**config.mk**
```make
export PLATFORM = sky130hd
export DESIGN_NAME = dsp_mac_sequencer
export DESIGN_NICKNAME = d
export VERILOG_FILES = /design/src/rtl/dsp_pkg.sv /design/src/rtl/dsp_tag_pipe.sv /design/src/rtl/dsp_mac_sequencer.sv
export SDC_FILE = /design/constraint.sdc
export NUM_CORES = 1
export LEC_CHECK = 0
export ABC_AREA = 1
export CORE_MARGIN = 1.5
export CORE_UTILIZATION = 36
export DETAILED_ROUTE_END_ITERATION = 10
export HOLD_SLACK_MARGIN = 0.08
export PLACE_DENSITY_LB_ADDON = 0.3
export SYNTH_ARGS = -nofsm -noshare
export SYNTH_HDL_FRONTEND = slang
export SYNTH_SLANG_ARGS = --single-unit
```
**constraint.sdc**
```tcl
create_clock -name CLK -period 1.45 [get_ports CLK]
set_input_delay 0.145 -clock CLK [delete_from_list [all_inputs] [get_ports CLK]]
set_output_delay 0.145 -clock CLK [all_outputs]
set_load 0.02 [all_outputs]
```
**src/rtl/dsp_pkg.sv**
```systemverilog
// dsp_pkg: OPMODE encodings, the pipeline tag record and its width, shared by the MAC sequencer files
package dsp_pkg;
  localparam logic [7:0] OPMODE_LOAD = 8'h01;
  localparam logic [7:0] OPMODE_ACC  = 8'h09;
  localparam logic [7:0] OPMODE_HOLD = 8'h08;
  typedef struct packed {
    logic v;
    logic first;
    logic last;
  } tag_t;
  localparam int TAG_W = $bits(tag_t);
endpackage

```
**src/rtl/dsp_tag_pipe.sv**
```systemverilog
// dsp_tag_pipe: DEPTH-stage tag delay line (CLK, RSTN async low, ce advance, clr zero all, d in, mid = stage MID, last = stage DEPTH)
module dsp_tag_pipe #(
  parameter int DEPTH = 3,
  parameter int W     = 3,
  parameter int MID   = 2
) (
  input  logic         CLK,
  input  logic         RSTN,
  input  logic         ce,
  input  logic         clr,
  input  logic [W-1:0] d,
  output logic [W-1:0] mid,
  output logic [W-1:0] last
);
  logic [W-1:0] stg [DEPTH];
  always_ff @(posedge CLK or negedge RSTN)
    if (!RSTN) stg <= '{default: '0};
    else if (clr) stg <= '{default: '0};
    else if (ce) begin
      stg[0] <= d;
      for (int i = 1; i < DEPTH; i++) stg[i] <= stg[i-1];
    end
  assign mid  = stg[MID-1];
  assign last = stg[DEPTH-1];
endmodule

```
**src/rtl/dsp_mac_sequencer.sv**
```systemverilog
// dsp_mac_sequencer: drives a DSP48A1-style slice for TAPS-term dot products (s_* operand stream in, m_* results out, dsp_* slice side)
module dsp_mac_sequencer
  import dsp_pkg::*;
#(
  parameter int TAPS     = 8,
  parameter int PIPE_LAT = 3,
  parameter int OP_DLY   = 2
) (
  input  logic        CLK,
  input  logic        RSTN,
  input  logic        clr,
  input  logic        s_valid,
  output logic        s_ready,
  input  logic [17:0] s_a,
  input  logic [17:0] s_b,
  output logic        m_valid,
  input  logic        m_ready,
  output logic [47:0] m_data,
  output logic        m_carry,
  output logic [17:0] dsp_a,
  output logic [17:0] dsp_b,
  output logic [7:0]  dsp_opmode,
  output logic        dsp_ce,
  input  logic [47:0] dsp_p,
  input  logic        dsp_carryout
);
  localparam int CW = TAPS > 1 ? $clog2(TAPS) : 1;
  logic [CW-1:0] tap_cnt;
  logic [TAG_W-1:0] op_raw, out_raw;
  tag_t op_tag, out_tag;
  logic acc, cap, tap_last;
  assign s_ready = !(m_valid && !m_ready);
  assign dsp_ce = s_ready;
  assign acc = s_valid && s_ready && !clr;
  assign tap_last = tap_cnt == CW'(TAPS - 1);
  assign dsp_a = acc ? s_a : '0;
  assign dsp_b = acc ? s_b : '0;
  dsp_tag_pipe #(.DEPTH(PIPE_LAT), .W(TAG_W), .MID(OP_DLY)) u_pipe (
    .CLK  (CLK),
    .RSTN (RSTN),
    .ce   (dsp_ce),
    .clr  (clr),
    .d    ({acc, tap_cnt == '0, tap_last}),
    .mid  (op_raw),
    .last (out_raw)
  );
  assign op_tag = tag_t'(op_raw);
  assign out_tag = tag_t'(out_raw);
  assign dsp_opmode = !op_tag.v ? OPMODE_HOLD : op_tag.first ? OPMODE_LOAD : OPMODE_ACC;
  assign cap = dsp_ce && out_tag.v && out_tag.last;
  always_ff @(posedge CLK or negedge RSTN)
    if (!RSTN) tap_cnt <= '0;
    else if (clr) tap_cnt <= '0;
    else if (acc) tap_cnt <= tap_last ? '0 : tap_cnt + CW'(1);
  always_ff @(posedge CLK or negedge RSTN)
    if (!RSTN) begin
      m_valid <= 1'b0;
      m_data  <= '0;
      m_carry <= 1'b0;
    end else begin
      if (cap) begin
        m_data  <= dsp_p;
        m_carry <= dsp_carryout;
      end
      m_valid <= cap || (m_valid && !m_ready);
    end
endmodule

```
==> notes.org, run 1 <==
#+TITLE: Physical design notes

** Final layout
- The register with the most flip-flops in the layout has 48 of them.
- Largest register by flop count :: m_data
- According to the finish report, the design has a final net count of 639.
- Layout cells sized above 1 :: 19.60%
- The library cell used most frequently in the layout, excluding fill and tap cells, is nand2_1.
- Syn-to-layout area delta :: 82.53%

** Yosys
- The synthesis run shows multiplexers occupying 0% of the cell area.
- For this design, Yosys synthesis ends with a cell count of 360.
- Simple-Gate Fraction of Synth Area :: 33.17%
- Area share of xor/xnor cells in the synthesized design :: 0%
- Area figure in the yosys stat output :: 2844 um^2
- Fa+ha+maj area frac :: 1.320%
- The cell-mix breakdown from Yosys lists the compound-gate area share as 0%.
- In this run, synthesis produced a sequential element count of 61.
- Biggest combinational cell group after synthesis :: simple AND/OR/NAND/NOR gates
- The cell area that synthesis handed to floorplanning was 2844 um^2.
- Averaged over all synthesized cells, the footprint is 7.900 um^2.
- After technology mapping, the gate count stands at 360.

** Final timing
- Setup repair after global routing missed its margin :: yes
- Once routing completed, OpenROAD measured the worst setup slack at -0.1186 ns.
- Number of hold violations in the final report :: 0
- Number of max-slew violations in the final report :: 0
- Fin crit share :: 108.2%
- Post-route minimum period :: 1.569 ns
- Between clock sinks in the finished design, the worst skew comes to 0.009370 ns.
- The final timing report counts setup violations totalling 24.
- Max Clk Rate :: 637.5 MHz

** Clocking
- Post-CTS Hold Fix Bufs :: 1
- Max Buffers Root-to-Sink :: 2
- TritonCTS clock tree :: yes
- CTS H-tree depth :: 3
- Clock network latency to the later pin of the worst-skew pair :: 0.32 ns
- TritonCTS created 9 clock buffers.
- Clock sinks :: 61
- After clock tree synthesis, the setup repair step added 3 buffers.
- CTS placed an instance of clkbuf_8 at the clock tree root.

** Power
- Net switching power :: 0.0009064 W
- For the combinational group, total power comes out at 0.000618 W.
- Seq pwr share :: 48.1%
- Clk network pwr share :: 34.6%
- Dividing total power by cell area gives a power density of 690.5 nW/um^2.
- The power report lists cell-internal power as 0.002678 W.
- Power Clock :: 0.00124 W

** Floorplanning
- Per the OpenROAD floorplan log, the area of the die is 8442 um^2.
- 186 I/O pins were placed.
- Floorplan utilization :: 37.00%

** Critical path
- Across all register-to-register paths, the minimum setup slack is 0.11 ns.
- WP data required :: 1.31 ns
- According to the timing report, the arrival time at the worst endpoint equals 1.42 ns.
- Worst flop-to-flop path endpoint :: m_data[7]
- CP Max Fanout :: 4
- According to the timing report, the critical path is captured at dsp_b[10].
- The launch point of the worst register-to-register path is recorded as m_valid.
- Cells on worst reg2reg path :: 7
- CP Launch Type :: register

** Global route
- In this run the most used layer during global routing was met2.
- Met1 routing resource usage after global routing :: 26.39%
- Met2 usage in global routing :: 37.41%
- Aggregate global routing overflow :: 0
- GR met3 Demand/Resource :: 5.556%
- The first global-routing pass estimated 14530 um of wire.

** Placement
- The final weighted congestion recorded by global placement is 0.8391.
- The wire-length estimate of the detail-placed layout is 6320 um.

** Drt
- Routed length per placed instance :: 14.24 um
- The detailed router used layers up to and including met4.
- The DRC violation total left in the routed layout is recorded as 0.
- First-pass iteration count of the detailed router :: 4
- Across all layers, the routed design uses 2983 vias.
- Wire length on met1 :: 3782 um
- Per the detail_route log, met2 wirelength is 4645 um.
- Per the detailed-route log, wirelength across all metal layers totals 9297 um.

** Status
- The checks that failed: setup timing.
- The flow ran to the end, but the final reports show violations.

** Flow run
- The number of warnings reported in the stage logs is 29.
- Number of violations of the max-capacitance limit :: 0
run 1: area by class of cell:
class / count / area, um^2 / area share, %
repair buffers: 198 / 2062 / 39.72
flip-flops and latches: 61 / 1526 / 29.40
multi-input cells: 234 / 1159 / 22.32
inverters: 42 / 157.7 / 3.037
clock buffers: 11 / 131.4 / 2.531
well taps: 102 / 127.6 / 2.458
clock inverters: 5 / 27.53 / 0.5302
run 1: worst max-delay path, stage by stage, from the launching register on:
cell       delay, ns
dfrtp_1         0.41
nand2_4         0.08
nand3_4         0.08
buf_6           0.15
clkbuf_16       0.16
nor2_4          0.10
buf_6           0.12
run 1: cells in the mapped netlist, drive strengths merged:
| master | count | share of area (%) |
|---|---|---|
| nand2 | 123 | 17 |
| dfrtp | 61 | 54 |
| nand3 | 61 | 11 |
| inv | 42 | 5.5 |
| nor2 | 38 | 5.0 |
| buf | 28 | 6.2 |
| ha | 3 | 1.3 |
| nand4 | 3 | 0.66 |
| conb | 1 | 0.13 |
run 1: metrics by stage:
stage / cell area [um^2] / setup slack, ns / hold WS, ns / cells / power [W]
after CTS: 4930 / -0.1559 / 0.3619 / 652 / 0.003579
after global routing: 5191 / -0.1864 / 0.3855 / 653 / 0.003746
after floorplan: 2863 / 0.06869 / -0.1506 / 365 / 0.001914
after detailed placement: 4717 / -0.4427 / 0.1809 / 630 / 0.002289
final: 5191 / -0.1186 / 0.3653 / 653 / 0.003585
after global placement: 4717 / -0.4158 / 0.1809 / 630 / 0.002289
run 1: cells by family (layout without fill, tap and decap cells):
| logic type | after synthesis | after routing |
|---|---|---|
| fa+ha+maj | 3 | 3 |
| buf+inv | 70 | 256 |
| simple gates | 225 | 225 |
| other cells | 1 | 6 |
| flops | 61 | 61 |
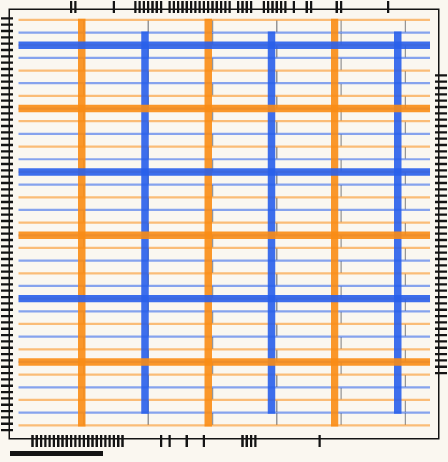
*Floorplan with the power grid, run 1*
The bar under the picture is 20 um long. Pins as bars on the die edge. Tap cells in gray.
[orange] VSS
[blue] VDD
tap cells: 102
met5 straps: 6
placeable core area: 7687 um^2
Die Y: 91.88 um
VDD IR-drop max: 0.4055 mV

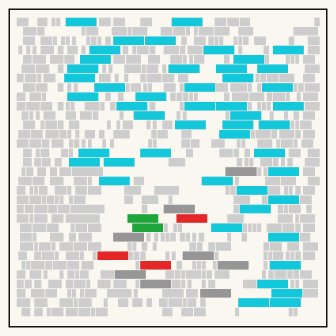
*Sequential cells colored by netlist name, run 1*
[cyan] `m_data` | flops: 48 | where: all over the die
[green] `u_pipe.last` | flops: 2
[red] `u_pipe.stg` | flops: 3
not colored: 8
Seq group: 0.00172 W
post-layout util: 67.53%
Seq area share: 29.40%

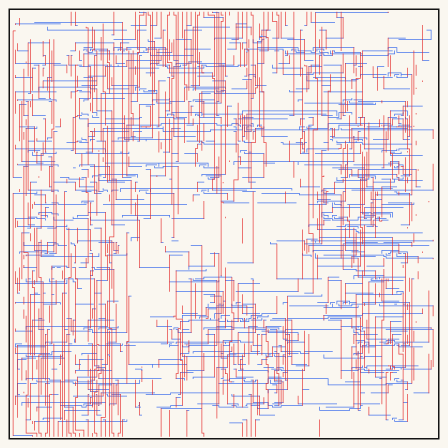
*Wiring by layer, run 1*
Two of the layers only.
[blue] metal 1 | wire length: 3780 um
[red] metal 2 | wire length: 4650 um

==> inputs of run 2 (changes only) <==
Settings changed: SLEW_MARGIN set to 20.
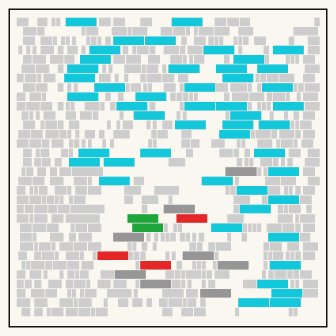
*Sequential cells colored by netlist name, run 2*
[green] `u_pipe.last` | flops: 2
[cyan] `m_data` | flops: 48 | where: all over the die
[red] `u_pipe.stg` | flops: 3
not colored: 8

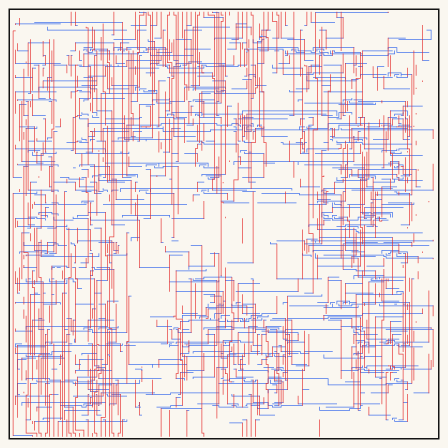
*Wiring by layer, run 2*
Two of the layers only.
[red] metal 2 | wire length: 4650 um
[blue] metal 1 | wire length: 3780 um

==> notes.org, run 2 <==
#+TITLE: Physical design notes

** Status
- The flow ran to the end, but the final reports show violations.
- The final reports fail on setup timing.

** Critical path
- Critical Path End Type :: output port
- The worst setup path is of the reg -> out kind.
- According to the timing report, the data required time at the worst endpoint equals 1.31 ns.
- CP Launch Type :: register
- CP Max Fanout :: 4
- Data on the critical path arrives at its endpoint at 1.42 ns.

** Yosys
- Post-synth ARST share :: 100.0%
- After synthesis, the cell types taking the most area are dfrtp_1 54%, nand2_1 16%, nand3_1 11%.
- Number of distinct library cell variants in the gate-level netlist after synthesis :: 15
- In this run, synthesis produced a sequential element count of 61.
- Portion of synthesized cell area occupied by the leading cell type :: 53.67%
- Sequential element share of the synthesized area :: 53.67%
- The synthesized design contains 0 enable-type register cells.
- In the synthesized netlist, the number of instances is 360.
- After synthesis, the chip area reported by Yosys is 2844 um^2.
- Yosys reports that the most numerous cell types are 121 x nand2_1, 61 x dfrtp_1, 60 x nand3_1, 41 x inv_1, 38 x nor2_1.
- After synthesis the cells add up to 2844 um^2.
- For this run, the leading register cell type out of synthesis is dfrtp_1.
- Yosys warns :: 0
- Per the Yosys statistics, synthesis produced 360 cells.
- Sorting the Yosys area breakdown by cell type puts at the top dfrtp_1.
- Synthesized area divided by synthesized cell count :: 7.900 um^2
- Most instantiated library cell after synthesis :: nand2_1

** Clocking
- Max Buffers Root-to-Sink :: 2
- TritonCTS built the clock tree.
- The number of setup buffers added after CTS is 3.
- Clock network latency to the later pin of the worst-skew pair :: 0.32 ns
- The number of gates resized after CTS was 233.
- CTS saw 61 sinks.
- Number of buffers created by CTS :: 9
- The H-tree was split into 3 levels.
- Clock transition at the register clock pins on the worst setup and hold paths after CTS :: 0.07 ns
- The cell sitting at the root of the clock tree is a clkbuf_8.
- Post-CTS Hold Fix Bufs :: 1

** Power
- After layout, the design draws a total of 0.003585 W.
- Leak Pwr :: 3.299 nW
- VDD IR-drop max :: 0.4055 mV
- Total power divided by cell area :: 690.5 nW/um^2

** Drt
- Total vias in the final route :: 2983
- For this sky-water flow run, the detailed-routed wirelength per cell is reported as 14.24 um.
- For this run, the detailed router's first-pass iteration total came to 4.
- Post-detailed-route count of antenna-violating nets :: 0
- Residual DRC count :: 0
- Drt total wl :: 9297 um
- In the routed layout, each cell is associated on average with a via count of 4.568.
- The detailed router finished its first iteration with 102 violations.

** Final layout
- Syn-to-layout area delta :: 82.53%
- According to the finish report, the design has a final net count of 639.
- Largest register by flop count :: m_data
- Layout cells sized above 1 :: 19.60%
- Max reg flops :: 48
- Leaving out filler cells and counting taps, the final layout contains 653.
- Top cell excl fill/tap :: nand2_1
- Leaving out fill and tap cells, the most frequent cells in the layout are 121 x nand2_1, 92 x clkdlybuf4s50_1, 61 x dfrtp_1, 60 x nand3_1, 41 x inv_1.
- The number of antenna diodes in the final layout is 0.
- Cells fill 67.53% of the core in the end.
- After routing the design area is 5191 um^2.

** Floorplanning
- According to the floorplan report, the total die area is 8442 um^2.
- Per the OpenROAD floorplan log, the width of the die is 91.88 um.
- Placeable core area :: 7687 um^2
- The initial utilization of the core area, before any placement, comes to 37.00%.
- 186 I/O pins were placed.
- According to the floorplan log, the row count is 32.
- The die is 91.88 um tall.

** Final timing
- Setup repair after global routing could not meet its margin everywhere.
- The critical path in the final layout is reported with a setup slack of -0.1186 ns.
- Final hold analysis gives a worst-case slack of 0.3653 ns.
- Number of max-slew violations in the final report :: 0
- Number of hold violations in the final report :: 0
- Post-route minimum period :: 1.569 ns
- Clock skew on the completed layout was measured at 0.009370 ns.
- Total negative slack :: -2.227 ns
- Max Clk Rate :: 637.5 MHz
- In the finished design, the share of the clock period the worst path needs comes to 108.2%.
- Final count of negative-setup-slack endpoints :: 24

** Placement
- Final RePlAce weighted congestion :: 0.8391
- Detailed-placement wirelength estimate :: 6320 um
- Pre-CTS setup slack :: -0.4427 ns
- The detailed placer reported the number of placed instances as 630.
- Detailed placement reports a standard cell area of 4717 um^2.

** Flow run
- Max-cap violations in this run came to 0.
- Total number of warnings across the stage logs :: 29

** Global route
- Aggregate global routing overflow :: 0
- Global routing used 21.92% of the available tracks.
- The first global-routing pass estimated 14530 um of wire.
- Maximum number of pins on one net before global-route repair :: 62
- The initial antenna violation count was 0.
- Via count of the first global-routing pass :: 3050

** Worst hold path
- The tightest min-delay check is of the in -> async type.
-- run 2: cell counts in the layout (fill, tap and decap cells not counted) --
Identical to the previous run, type by type.
-- run 2: final timing paths --
kind | startpoint | end | cells past startpoint | slack, ns
max | m_valid | dsp_b[10] | 6 | -0.12
min | RSTN | m_data[8] | 3 | 0.37
max reg2reg | m_valid | m_data[7] | 7 | 0.11
min reg2reg | m_data[17] | m_data[17] | 2 | 0.47
max in group asynchronous | RSTN | u_pipe.last[0] | 3 | 0.81
min in group CLK | dsp_p[5] | m_data[5] | 3 | 0.38
-- run 2: cell type report --
type                       count  area [um^2]
sequential                    61         1526
inverter                      42        157.7
tap                          102        127.6
clock inverter                 5        27.53
multi-input combinational    234         1159
timing repair buffer         198         2062
fill                         641         2496
clock buffer                  11        131.4
-- run 2: where the power goes --
group | internal (W) | total (W) | switching, W | leakage [nW]
Combinational | 0.000355 | 0.000618 | 0.000263 | 2.37
Sequential | 0.00171 | 0.00172 | 0.00000991 | 0.847
Clock | 0.000609 | 0.00124 | 0.000633 | 0.0829
Total | 0.00268 | 0.00358 | 0.000906 | 3.30
-- run 2: layer usage --
metal	track usage (%)	part of all wire, %	vias to the layer above
li1	-	-	1456
met1	26.39	41	1381
met2	37.41	50	136
met3	5.556	7.9	10
met4	8.718	1.5	0
met5	0	0	-
-- run 2: cell families (layout without fill, tap and decap cells) --
family / after synthesis / count (layout) / share of synthesized area [%]
fa+ha+maj: 3 / 3 / 1.320
buf+inv: 70 / 256 / 11.70
other cells: 1 / 6 / 0.1319
flops: 61 / 61 / 53.67
simple gates: 225 / 225 / 33.17
-- run 2: worst max-delay path, cell delays in order, from the launching register on --
cell,delay [ns]
dfrtp_1,0.41
nand2_4,0.08
nand3_4,0.08
buf_6,0.15
clkbuf_16,0.16
nor2_4,0.10
buf_6,0.12
No activity file was given, so power comes from the tool's default toggle rates.
